`config.mk`:
```
export PLATFORM = sky130hd
export DESIGN_NAME = inst_fetch_queue
export DESIGN_NICKNAME = d
export VERILOG_FILES = /design/src/rtl/inst_fetch_queue.sv
export SDC_FILE = /design/constraint.sdc
export NUM_CORES = 1
export LEC_CHECK = 0
export CAP_MARGIN = 10
export CORE_ASPECT_RATIO = 1.2
export CORE_MARGIN = 1
export CORE_UTILIZATION = 40
export DETAILED_ROUTE_END_ITERATION = 6
export HOLD_SLACK_MARGIN = 0.05
export PLACE_DENSITY_LB_ADDON = 0.25
export SLEW_MARGIN = 5
export SYNTH_ARGS = -nofsm -noshare
export SYNTH_HDL_FRONTEND = slang
export SYNTH_SLANG_ARGS = --single-unit
```
`constraint.sdc`:
```
create_clock -name clk -period 5.8 [get_ports clk]
set_clock_uncertainty 0.1 [all_clocks]
set_input_delay 1.16 -clock clk [delete_from_list [all_inputs] [get_ports clk]]
set_output_delay 1.16 -clock clk [all_outputs]
set_load 0.005 [all_outputs]
```
`src/rtl/inst_fetch_queue.sv`:
```
// inst_fetch_queue: fetch controller for a combinational, byte-addressed,
// big-endian instruction ROM. It reads one word per cycle from the PC, queues
// {word, pc} entries and hands them to issue over a valid/ready handshake.
// It also supports branch redirect/flush and stops fetching at end of ROM.
//
// Parameters
//   DEPTH     : queue entries (power of 2, >= 2)
//   ROM_BYTES : ROM size in bytes; last fetchable word address is ROM_BYTES-4
//   RESET_PC  : word-aligned PC loaded at reset
//
// Ports
//   clk, nrst          : clock, synchronous active-low reset
//   rom_nrd            : ROM read enable (active-low), low only on a fetch cycle
//   rom_addr           : ROM byte address (always the current PC)
//   rom_data           : ROM word, valid in the same cycle as rom_nrd=0
//   issue_valid/ready  : head entry handshake
//   issue_inst/pc      : head entry; hold last shown value while empty
//   redirect_valid/pc  : flush queue and restart fetch at redirect_pc & ~3
//   fetch_done         : fetch stopped (end of ROM, or halt when enabled)
//   queue_count        : occupied entries
//
// Optional feature macro: HALT_DETECT_EN
//   When defined, fetching the word 32'hFC000000 queues it and stops fetch.
module inst_fetch_queue #(
  parameter int unsigned DEPTH     = 4,
  parameter int unsigned ROM_BYTES = 100,
  parameter int unsigned RESET_PC  = 0
) (
  input  logic                       clk,
  input  logic                       nrst,
  output logic                       rom_nrd,
  output logic [31:0]                rom_addr,
  input  logic [31:0]                rom_data,
  output logic                       issue_valid,
  input  logic                       issue_ready,
  output logic [31:0]                issue_inst,
  output logic [31:0]                issue_pc,
  input  logic                       redirect_valid,
  input  logic [31:0]                redirect_pc,
  output logic                       fetch_done,
  output logic [$clog2(DEPTH):0]     queue_count
);

  localparam int unsigned PW        = $clog2(DEPTH);
  localparam int unsigned CW        = PW + 1;
  localparam logic [31:0] LAST_ADDR = 32'(ROM_BYTES - 4);
  localparam logic [31:0] RST_PC    = 32'(RESET_PC);
  localparam logic [31:0] HALT_WORD = 32'hFC00_0000;

  typedef enum logic {RUN, DONE} state_t;

  typedef struct packed {
    logic [31:0] inst;
    logic [31:0] pc;
  } entry_t;

  state_t          state, state_nxt;
  logic [31:0]     pc, pc_nxt;
  logic [PW-1:0]   rd_ptr, wr_ptr;
  logic [CW-1:0]   count;
  entry_t          mem [DEPTH];
  entry_t          last;
  logic            fetch, push, pop, halt_hit;
  logic            unused_redirect_lsb;

  assign unused_redirect_lsb = ^redirect_pc[1:0];

  // Fetch qualification uses the registered count, so a same-cycle pop never
  // makes room for a push into a full queue.
  always_comb begin
    fetch = nrst && (state == RUN) && (count < CW'(DEPTH)) &&
            (pc <= LAST_ADDR) && !redirect_valid;
  end

  assign push        = fetch;
  assign pop         = issue_valid && issue_ready;
  assign rom_nrd     = !fetch;
  assign rom_addr    = pc;
  assign issue_valid = (count != '0);
  assign queue_count = count;

  // Head is combinational; when empty the last shown entry is held.
  assign issue_inst = issue_valid ? mem[rd_ptr].inst : last.inst;
  assign issue_pc   = issue_valid ? mem[rd_ptr].pc   : last.pc;

`ifdef HALT_DETECT_EN
  assign halt_hit = fetch && (rom_data == HALT_WORD);
`else
  assign halt_hit = 1'b0;
  logic unused_halt_word;
  assign unused_halt_word = ^HALT_WORD;
`endif

  // Next-state / next-PC; redirect has priority over everything but reset.
  always_comb begin
    state_nxt = state;
    pc_nxt    = pc;
    if (redirect_valid) begin
      state_nxt = RUN;
      pc_nxt    = {redirect_pc[31:2], 2'b00};
    end else begin
      case (state)
        RUN: begin
          if (fetch) begin
            pc_nxt = pc + 32'd4;
            if (halt_hit) state_nxt = DONE;
          end else if (pc > LAST_ADDR) begin
            state_nxt = DONE;
          end
        end
        DONE: state_nxt = DONE;
      endcase
    end
  end

  // State, PC and done flag.
  always_ff @(posedge clk) begin
    if (!nrst) begin
      state      <= RUN;
      pc         <= RST_PC;
      fetch_done <= 1'b0;
    end else begin
      state      <= state_nxt;
      pc         <= pc_nxt;
      fetch_done <= (state_nxt == DONE);
    end
  end

  // Queue pointers, occupancy and held head value.
  always_ff @(posedge clk) begin
    if (!nrst) begin
      rd_ptr <= '0;
      wr_ptr <= '0;
      count  <= '0;
      last   <= '0;
    end else begin
      if (issue_valid) last <= mem[rd_ptr];
      if (redirect_valid) begin
        // A same-cycle handshake is considered consumed; the flush wins.
        rd_ptr <= '0;
        wr_ptr <= '0;
        count  <= '0;
      end else begin
        if (push) wr_ptr <= wr_ptr + PW'(1);
        if (pop)  rd_ptr <= rd_ptr + PW'(1);
        case ({push, pop})
          2'b10:   count <= count + CW'(1);
          2'b01:   count <= count - CW'(1);
          default: count <= count;
        endcase
      end
    end
  end

  // Entry storage; no reset needed since reads are gated by count.
  always_ff @(posedge clk) begin
    if (push) mem[wr_ptr] <= '{inst: rom_data, pc: pc};
  end

endmodule

```
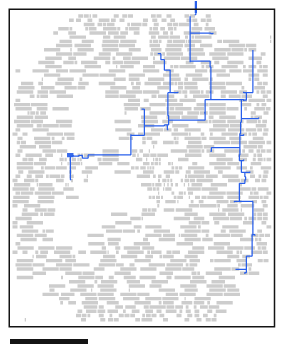
Fig. 1. Port wiring (run 1).
Bar = 50 µm.
[issue_valid] blue | bits: 1 | direction: output | edge: top | end cells: 1 | buffers: 1 | wire: 561 µm

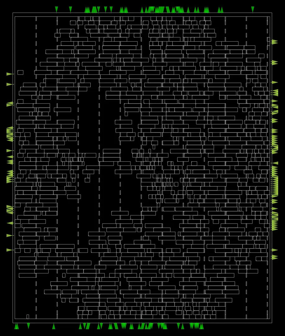
Fig. 2. Cell placement (run 1).
total number of tap cells: 450
flop share of the area: 56.68%

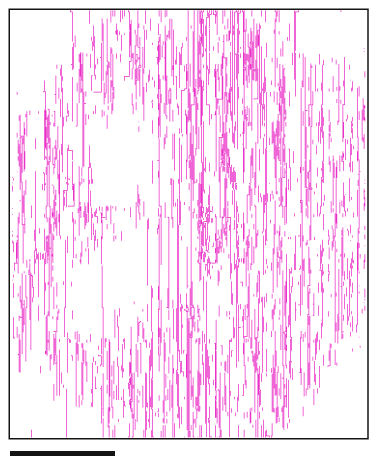
Fig. 3. Metal 2 (run 1).
Bar = 50 µm.
wire length on this layer: 13900 µm
nets with wire on the layer: 864
longest straight run: 81.4 µm
grt met2 use: 28.32%
via count of the routed design: 6815
WL final: 27400 µm

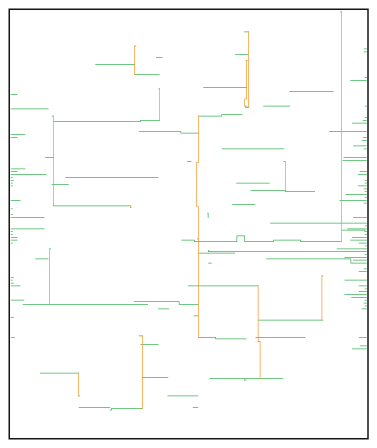
Fig. 4. Routed metal, one color a layer (run 1).
Only two layers are drawn.
[M3] green | wire length: 1370 µm
[M4] orange | wire length: 500 µm
All-Layer GR Usage: 16.14%
WL/cell: 19.88 µm

==> notes.org, run 1 <==
* Flow results

** Route
- The detail route stage leaves a number of antenna-violating nets equal to 0.

** STA
- Worst Tran Pin Value :: slightly above 1 ns
- Total Neg Setup Slack :: 0 ns

** Run status
- The flow ran to the end, and the final reports show no timing, DRC or antenna violations.

** Finish
- In the final design, more cell area goes to sequential cells than to any other class.
- Register with the most flip-flops :: mem
- Per the layout report, the design carries about 2800 filler cells.
- NumNets Final :: 975
- Max reg flops :: 248
- Leading cell type in the layout, fill and taps excluded :: sky130_fd_sc_hd__edfxtp_1
- Relative to the synthesized area, the layout overhead comes to 23.41%.
- At the end of the flow the core is filled with cells to 50.40%.

** Clock network
- Number of buffers inserted during clock tree synthesis :: 38
- Clock root buffer :: sky130_fd_sc_hd__clkbuf_16

** Synth
- For reference, simple AND, OR, NAND and NOR cells occupy 6.008% of the area reported after synthesis.
- Post-synthesis xor/xnor area fraction :: 0.2580%
- # Cells Yosys :: 721
- Portion of synthesized cell area occupied by the leading cell type :: 54.85%

** Worst hold path
- Worst hold endpoint :: rd_ptr[1]$_SDFFE_PP0P_

** Placement
- In this run, placement finished with an instance count of 1309.

** Critical path
- On the critical path the data arrives at 3.10 ns.
- WP depth :: 4

** Power
- Main power group :: sequential cells
- Sequential-cell power consumption :: around 2.7 mW
- Per report_power, the sequential group accounts for 52.4% of the total.

** Global route
- Largest net degree at the start of global routing :: 96
==> run 2: changes to the inputs <==
==> constraint.sdc (replaced) <==
create_clock -name clk -period 3.65 [get_ports clk]
set_clock_uncertainty 0.1 [all_clocks]
set_input_delay 0.73 -clock clk [delete_from_list [all_inputs] [get_ports clk]]
set_output_delay 0.73 -clock clk [all_outputs]
set_load 0.005 [all_outputs]
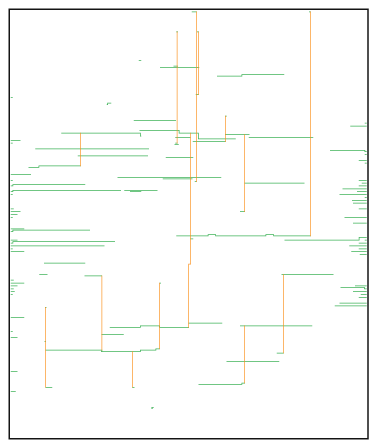
Fig. 5. Routed metal, one color a layer (run 2).
Only two layers are drawn.
[M3] green | wire length: 1330 µm
[M4] orange | wire length: 615 µm
WL final: 27340 µm
via count of the routed design: 6789
All-Layer GR Usage: 16.12%
WL/cell: 19.74 µm

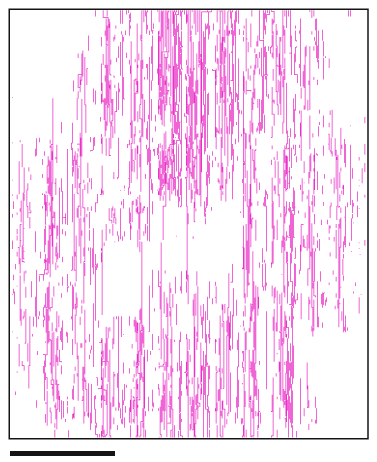
Fig. 6. Metal 2 (run 2).
Bar = 50 µm.
share of all routed wire: 51%
wire length on this layer: 14100 µm
longest straight run: 87.7 µm
main direction: vertical
nets with wire on the layer: 866
grt met2 use: 28.09%

==> notes.org, run 2 <==
* Flow results

** STA
- The worst path meets setup with 0.1528 ns of slack.
- At the pin with the least slew margin, the transition time is between 0.8 and 0.9 ns.
- The final layout reports a setup TNS of 0 ns.
- In this run the tightest slew margin relative to its limit is a little under half.

** Power
- Sequential-cell power consumption :: roughly 4.3 mW
- In this run, flip-flops and latches consume 53.0% of the power.
- Per report_power, the top consumer among the power groups is sequential cells.

** Finish
- Register with the most flip-flops :: mem
- Final cell utilization of the core :: 50.82%
- Area Overhead vs Synth :: 24.45%
- Number of filler cells placed in the layout :: 2788
- Max reg flops :: 248
- Per the cell usage report, the commonest logic cell in the layout is sky130_fd_sc_hd__edfxtp_1.
- Flop share of the area :: 56.21%
- In the final layout, the share of cells above drive strength 1 is 22.78%.
- Dominant class by area :: sequential cells
- NumNets Final :: 983

** Critical path
- Walking the critical path from launch to capture passes 4 cell instances.
- Timing endpoint of the critical path :: rom_nrd
- The critical path is of the flop to primary output type.
- Data arrival time of the worst path :: 2.67 ns

** Synth
- In this run, the synthesized area fraction spent on xor and xnor cells is recorded as 0.2580%.
- For reference, simple AND, OR, NAND and NOR cells occupy 6.008% of the area reported after synthesis.
- Once synthesis finished, the tally of register bits stood at about 350.
- Mux contribution to synthesized area :: 18.93%
- The synth_stat.txt file lists the number of cells as 721.

** Clock network
- Clock root buffer :: sky130_fd_sc_hd__clkbuf_16
- Number of buffers inserted during clock tree synthesis :: 37

** Global route
- Largest net degree at the start of global routing :: approximately 64

** Die
- Total number of tap cells :: 450

** Worst hold path
- Worst hold endpoint :: queue_count[2]$_SDFFE_PP0P_

** Run status
- Status :: complete, no violations
Power and IR drop assume default switching activity.
